## src/rtl/rv32_fetch_unit.sv

```systemverilog
// rv32_fetch_unit: sequential instruction fetch with a credit-limited
// in-order prefetch queue. Redirects flush the queue and drop responses
// that are still in flight when the redirect happens.
//
// Handshakes: memory request is accepted in any cycle with mem_req && mem_gnt;
// responses (mem_rvalid) are always accepted and return in request order;
// the core consumes the queue head in any cycle with instr_valid && instr_ready.
module rv32_fetch_unit #(
    parameter int              XLEN     = 32,
    parameter int              DEPTH    = 4,
    parameter logic [XLEN-1:0] RESET_PC = '0
) (
    input  logic            clk,
    input  logic            rst,
    output logic            mem_req,
    output logic [XLEN-1:0] mem_addr,
    input  logic            mem_gnt,
    input  logic            mem_rvalid,
    input  logic [XLEN-1:0] mem_rdata,
    output logic            instr_valid,
    output logic [XLEN-1:0] instr,
    output logic [XLEN-1:0] instr_pc,
    input  logic            instr_ready,
    input  logic            redirect,
    input  logic [XLEN-1:0] redirect_pc,
    output logic            misaligned
);

    localparam int CW = $clog2(DEPTH) + 1;
    localparam int AW = $clog2(DEPTH);

    logic [XLEN-1:0] fetch_pc_q, fetch_pc_d;
    logic [XLEN-1:0] resp_pc_q, resp_pc_d;
    logic [CW-1:0]   count_q, count_d;
    logic [CW-1:0]   outstanding_q, outstanding_d;
    logic [CW-1:0]   discard_q, discard_d;
    logic            misaligned_q, misaligned_d;
    logic [AW-1:0]   rd_ptr_q, rd_ptr_d;
    logic [AW-1:0]   wr_ptr_q, wr_ptr_d;
    logic [XLEN-1:0] q_pc_q    [DEPTH];
    logic [XLEN-1:0] q_instr_q [DEPTH];

    logic            grant;
    logic            pop;
    logic            push;
    logic            wr_en;
    logic [CW:0]     inflight;

    // Queue slots already promised: entries held plus responses still owed.
    assign inflight    = {1'b0, count_q} + {1'b0, outstanding_q};
    assign mem_req     = !rst && !redirect && !misaligned_q && (inflight < (CW+1)'(DEPTH));
    assign mem_addr    = fetch_pc_q;
    assign instr_valid = (count_q != '0);
    assign instr       = q_instr_q[rd_ptr_q];
    assign instr_pc    = q_pc_q[rd_ptr_q];
    assign misaligned  = misaligned_q;

    // Next-state: fetch/response PCs, occupancy counters and redirect flush.
    always_comb begin
        grant         = mem_req && mem_gnt;
        pop           = instr_valid && instr_ready;
        push          = mem_rvalid && (discard_q == '0);
        wr_en         = push && !redirect;
        fetch_pc_d    = fetch_pc_q;
        resp_pc_d     = resp_pc_q;
        count_d       = count_q;
        outstanding_d = outstanding_q;
        discard_d     = discard_q;
        misaligned_d  = misaligned_q;
        rd_ptr_d      = rd_ptr_q;
        wr_ptr_d      = wr_ptr_q;

        if (grant) fetch_pc_d = fetch_pc_q + XLEN'(4);

        case ({grant, mem_rvalid})
            2'b10:   outstanding_d = outstanding_q + 1'b1;
            2'b01:   outstanding_d = outstanding_q - 1'b1;
            default: outstanding_d = outstanding_q;
        endcase

        if (mem_rvalid && !push) discard_d = discard_q - 1'b1;

        if (push) begin
            resp_pc_d = resp_pc_q + XLEN'(4);
            wr_ptr_d  = wr_ptr_q + 1'b1;
        end
        if (pop) rd_ptr_d = rd_ptr_q + 1'b1;

        if (push && !pop)      count_d = count_q + 1'b1;
        else if (pop && !push) count_d = count_q - 1'b1;

        // Redirect wins: everything queued or still owed is stale.
        if (redirect) begin
            fetch_pc_d   = redirect_pc;
            resp_pc_d    = redirect_pc;
            count_d      = '0;
            rd_ptr_d     = '0;
            wr_ptr_d     = '0;
            discard_d    = outstanding_d;
            misaligned_d = (redirect_pc[1:0] != 2'b00);
        end
    end

    // Control state registers.
    always_ff @(posedge clk) begin
        if (rst) begin
            fetch_pc_q    <= RESET_PC;
            resp_pc_q     <= RESET_PC;
            count_q       <= '0;
            outstanding_q <= '0;
            discard_q     <= '0;
            misaligned_q  <= 1'b0;
            rd_ptr_q      <= '0;
            wr_ptr_q      <= '0;
        end else begin
            fetch_pc_q    <= fetch_pc_d;
            resp_pc_q     <= resp_pc_d;
            count_q       <= count_d;
            outstanding_q <= outstanding_d;
            discard_q     <= discard_d;
            misaligned_q  <= misaligned_d;
            rd_ptr_q      <= rd_ptr_d;
            wr_ptr_q      <= wr_ptr_d;
        end
    end

    // Queue storage; cleared on reset so the head reads as zero.
    always_ff @(posedge clk) begin
        if (rst) begin
            for (int i = 0; i < DEPTH; i++) begin
                q_pc_q[i]    <= '0;
                q_instr_q[i] <= '0;
            end
        end else if (wr_en) begin
            q_pc_q[wr_ptr_q]    <= resp_pc_q;
            q_instr_q[wr_ptr_q] <= mem_rdata;
        end
    end

endmodule
```

## config.mk

```make
export PLATFORM = sky130hd
export DESIGN_NAME = rv32_fetch_unit
export DESIGN_NICKNAME = d
export VERILOG_FILES = /design/src/rtl/rv32_fetch_unit.sv
export SDC_FILE = /design/constraint.sdc
export NUM_CORES = 1
export LEC_CHECK = 0
export CAP_MARGIN = 20
export CORE_MARGIN = 8
export CORE_UTILIZATION = 40
export CTS_CLUSTER_DIAMETER = 100
export DETAILED_ROUTE_END_ITERATION = 6
export DONT_BUFFER_PORTS = 1
export SETUP_SLACK_MARGIN = 0.15
export SYNTH_ARGS = -nofsm -noshare
export SYNTH_HDL_FRONTEND = slang
export SYNTH_SLANG_ARGS = --single-unit
```

## constraint.sdc

```tcl
create_clock -name clk -period 10.4 [get_ports clk]
set_input_delay 2.08 -clock clk [delete_from_list [all_inputs] [get_ports clk]]
set_output_delay 2.08 -clock clk [all_outputs]
set_load 0.01 [all_outputs]
```

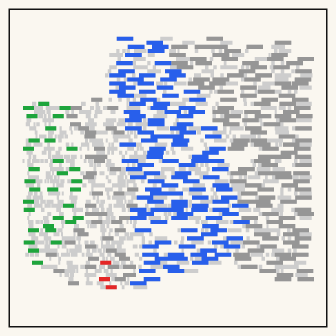
**Above:** sequential cells colored by netlist name.
Other sequential cells in the stronger gray, the rest of the logic in the fainter gray.
Green shows mem_addr, sequential cells 32. Blue shows q_pc_q, sequential cells 128. Red shows count_q, sequential cells 3.
Another 173 sequential cells are not colored.
sequential share of cell area: 55.3%
Seq. pwr: 1.58 mW

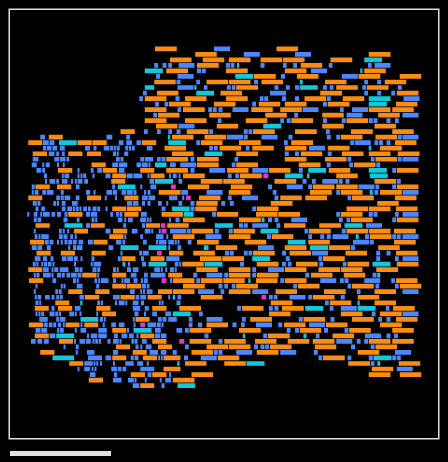
**Above:** placement by cell class.
Scale bar: 50 um.
Blue shows all other logic, cells 737, share of their area 35%. Orange shows flip-flops, cells 336, share of their area 57%. Cyan shows clock drivers and dummy loads, cells 65, share of their area 7.1%. Magenta shows other buffers and delay cells, cells 10, share of their area 0.46%.
placeable core region: 0.0376 mm^2
post-layout utilization of the core: 44.7%

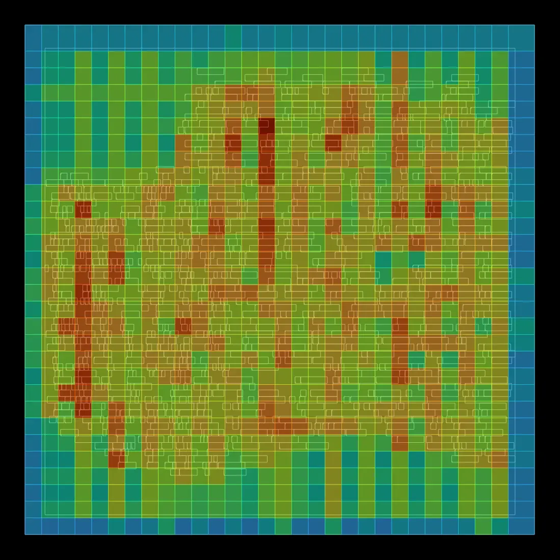
**Above:** routing congestion.
met3 track demand over resource: 5.07%
global-route met1 utilization: 21.9%
per-cell routed wire length: 22.3 um
most crowded layer after global routing: met2

==> ds_physical_params.txt <==
Physical design parameters

Parameter                              Value

STA
  Post-route minimum period .................. 5.08 ns
  Fin. max-slew vios .................. 0
  TNS Setup .................. 0 ns
  Skew final .................. 0.0156 ns
  Slew of the pin with the lowest slew margin .................. 1.06 ns
  Headroom to the max-slew limit .................. roughly 30%

Drt
  Vias after detailed routing .................. 9,091
  Initial detailed-routing violation count .................. 570
  Post-route DRC violation count .................. 0
  Final Routed Wirelength .................. 37,100 um
  Routed wl met3 .................. 3350 um
  Met2 WL post-DR .................. 17,200 um
  Via-per-instance ratio .................. 5.48
  Top routing layer used .................. met4
  1st-pass router iterations .................. 5
  Detailed-route wire length on metal 1 .................. between 15,000 and 20,000 um

Floorplan
  Floorplan die area .................. 0.0445 mm^2
  Row Count .................. a little over 70
  Number of I/O pins .................. ~170
  Y dimension of the die .................. 211 um
  Initial Util .................. 40.4%

Yosys
  Chip area line of the yosys report .................. 0.0152 mm^2
  Count of instantiated cells in the yosys netlist .................. approximately 1,100
  Syn Inst Count .................. 1,148
  Dominant cells by area after synthesis .................. sky130_fd_sc_hd__edfxtp_1 (51%), sky130_fd_sc_hd__dfxtp_1 (11%), sky130_fd_sc_hd__mux4_2 (9.5%)
  Dominant combinational cell family by area after synthesis .................. simple AND/OR/NAND/NOR gates
  Multiplexer area fraction after synthesis .................. approximately 10%
  Cell accounting for the most synthesized area .................. sky130_fd_sc_hd__edfxtp_1
  Share of synthesized cell area in and, or, nand and nor gates .................. a little under a fifth
  Synth async-reset ratio .................. 0%
  Commonest cells in the netlist .................. sky130_fd_sc_hd__edfxtp_1 (256), sky130_fd_sc_hd__and2_1 (189), sky130_fd_sc_hd__dfxtp_1 (80)
  Post-Syn Area .................. 0.0152 mm^2
  Sequential share of the synthesized area .................. 61.1%

CTS
  Depth of the CTS H-tree .................. 2
  Largest buffer count on any clock path .................. 3
  Count of cells resized by post-cts repair .................. 0
  Worst-skew pair later-pin latency .................. 0.51 ns
  Post-CTS Setup Inserts .................. 0
  Clock root buffer .................. sky130_fd_sc_hd__clkbuf_16
  CTS clock-pin slew for the worst setup and hold paths .................. 0.06 ns
  Clock tree from TritonCTS .................. done

Min path
  Hold crit path type .................. flip-flop to flip-flop

Setup path
  Startpoint-to-endpoint class of the critical path .................. input pin to flip-flop
  Launching instance or port of the critical path .................. mem_rvalid
  Maximum cell stage delay along the critical path .................. 0.92 ns
  Most used cell, CP .................. sky130_fd_sc_hd__buf_4
  Last element of the critical path .................. q_pc_q[0][30]$_SDFFCE_PN0P_
  Required @ worst endpoint .................. 10.52 ns
  Kind of end point of the critical path .................. flip-flop
  Launch point of the worst reg-to-reg path .................. discard_q[0]$_SDFFE_PP0P_
  Reg-to-reg slack, setup .................. 6.27 ns
  Reg-to-reg endpoint .................. q_pc_q[0][30]$_SDFFCE_PN0P_
  Worst EP arrival .................. 5.20 ns
  Cell-by-cell listing of the critical path .................. nand3b_1 > inv_2 > buf_4 > nand2_1 > nor3_2 > buf_4 > or2_4
  Slowest stage cell, crit path .................. sky130_fd_sc_hd__or2_4
  Cell family with most CP delay .................. simple AND/OR/NAND/NOR gates
  Critical path buffers and inverters .................. 3
  Number of cells on the critical path .................. 7
  Critical path startpoint category .................. input pin

Power
  Peak supply drop .................. between 0.1 and 0.15 mV
  Pwr Total .................. roughly 3 mW
  LEAKAGE .................. ~6 nW

Cells and area
  Final-stage net count .................. 1,202
  Final std cells w/o fill .................. 1,659
  Most instantiated logic cell after routing .................. sky130_fd_sc_hd__edfxtp_1
  Top library cells by usage in the layout, fill and taps aside .................. sky130_fd_sc_hd__edfxtp_1 (256), sky130_fd_sc_hd__and2_1 (189), sky130_fd_sc_hd__dfxtp_1 (78), sky130_fd_sc_hd__and3_1 (70), sky130_fd_sc_hd__mux4_2 (64)
  Ratio of cells with drive above 1 in the final layout .................. 12.9%

Global route
  Fraction of met2 tracks used by global routing .................. a little over a quarter
  Antenna violations before repair .................. 0
  Overall overflow remaining after global route .................. 0
  Total routing usage reported by global routing .................. 16.5%

Run
  Count of tool warnings .................. 27
  Max capacitance violation total .................. 0

Place
  Placed Cells incl. Taps .................. 1,594
  Buffers on Ports .................. 0
  Half-perimeter wire length of the detailed placement result .................. 22,000 um

Outcome
  Run status .................. finished clean
## stage by stage
| step | worst slack, ns | hold WS [ns] | area [um^2] |
|---|---|---|---|
| after floorplan | 2.40 | 0.466 | 15200 |
| after global placement | 4.75 | 0.498 | 15700 |
| after detailed placement | 4.68 | 0.508 | 15700 |
| after CTS | 5.23 | 0.515 | 16800 |
| after global routing | 5.04 | 0.545 | 16800 |
| final | 5.32 | 0.514 | 16800 |
## power by group
| group | internal [mW] | leakage [nW] | switching [mW] | total, mW |
|---|---|---|---|---|
| Clock | 0.737 | 0.571 | 0.508 | 1.25 |
| Combinational | 0.0972 | 2.09 | 0.158 | 0.255 |
| Sequential | 1.52 | 3.31 | 0.0581 | 1.58 |
## worst min-delay path by stage
stage,depth (start not counted),startpoint,to,slack (ns)
after detailed placement,2,mem_addr[0]$_SDFFE_PP0P_,mem_addr[0]$_SDFFE_PP0P_,0.51
final,2,mem_addr[0]$_SDFFE_PP0P_,mem_addr[0]$_SDFFE_PP0P_,0.51
after global routing,2,mem_addr[0]$_SDFFE_PP0P_,mem_addr[0]$_SDFFE_PP0P_,0.55
after floorplan,2,resp_pc_q[0]$_SDFFE_PP0P_,resp_pc_q[0]$_SDFFE_PP0P_,0.47
after global placement,2,count_q[2]$_SDFFE_PP0P_,count_q[2]$_SDFFE_PP0P_,0.50
after CTS,2,mem_addr[0]$_SDFFE_PP0P_,mem_addr[0]$_SDFFE_PP0P_,0.52
## final cells by class
cell class	instances	area, um^2	area share (%)
well taps	511	639	3.80
clock inverters	15	131	0.781
clock buffers	50	1020	6.06
multi-input cells	716	5570	33.1
flip-flops and latches	336	9300	55.3
inverters	21	78.8	0.469
repair buffers	10	75.1	0.446
Power and IR drop assume default switching activity.
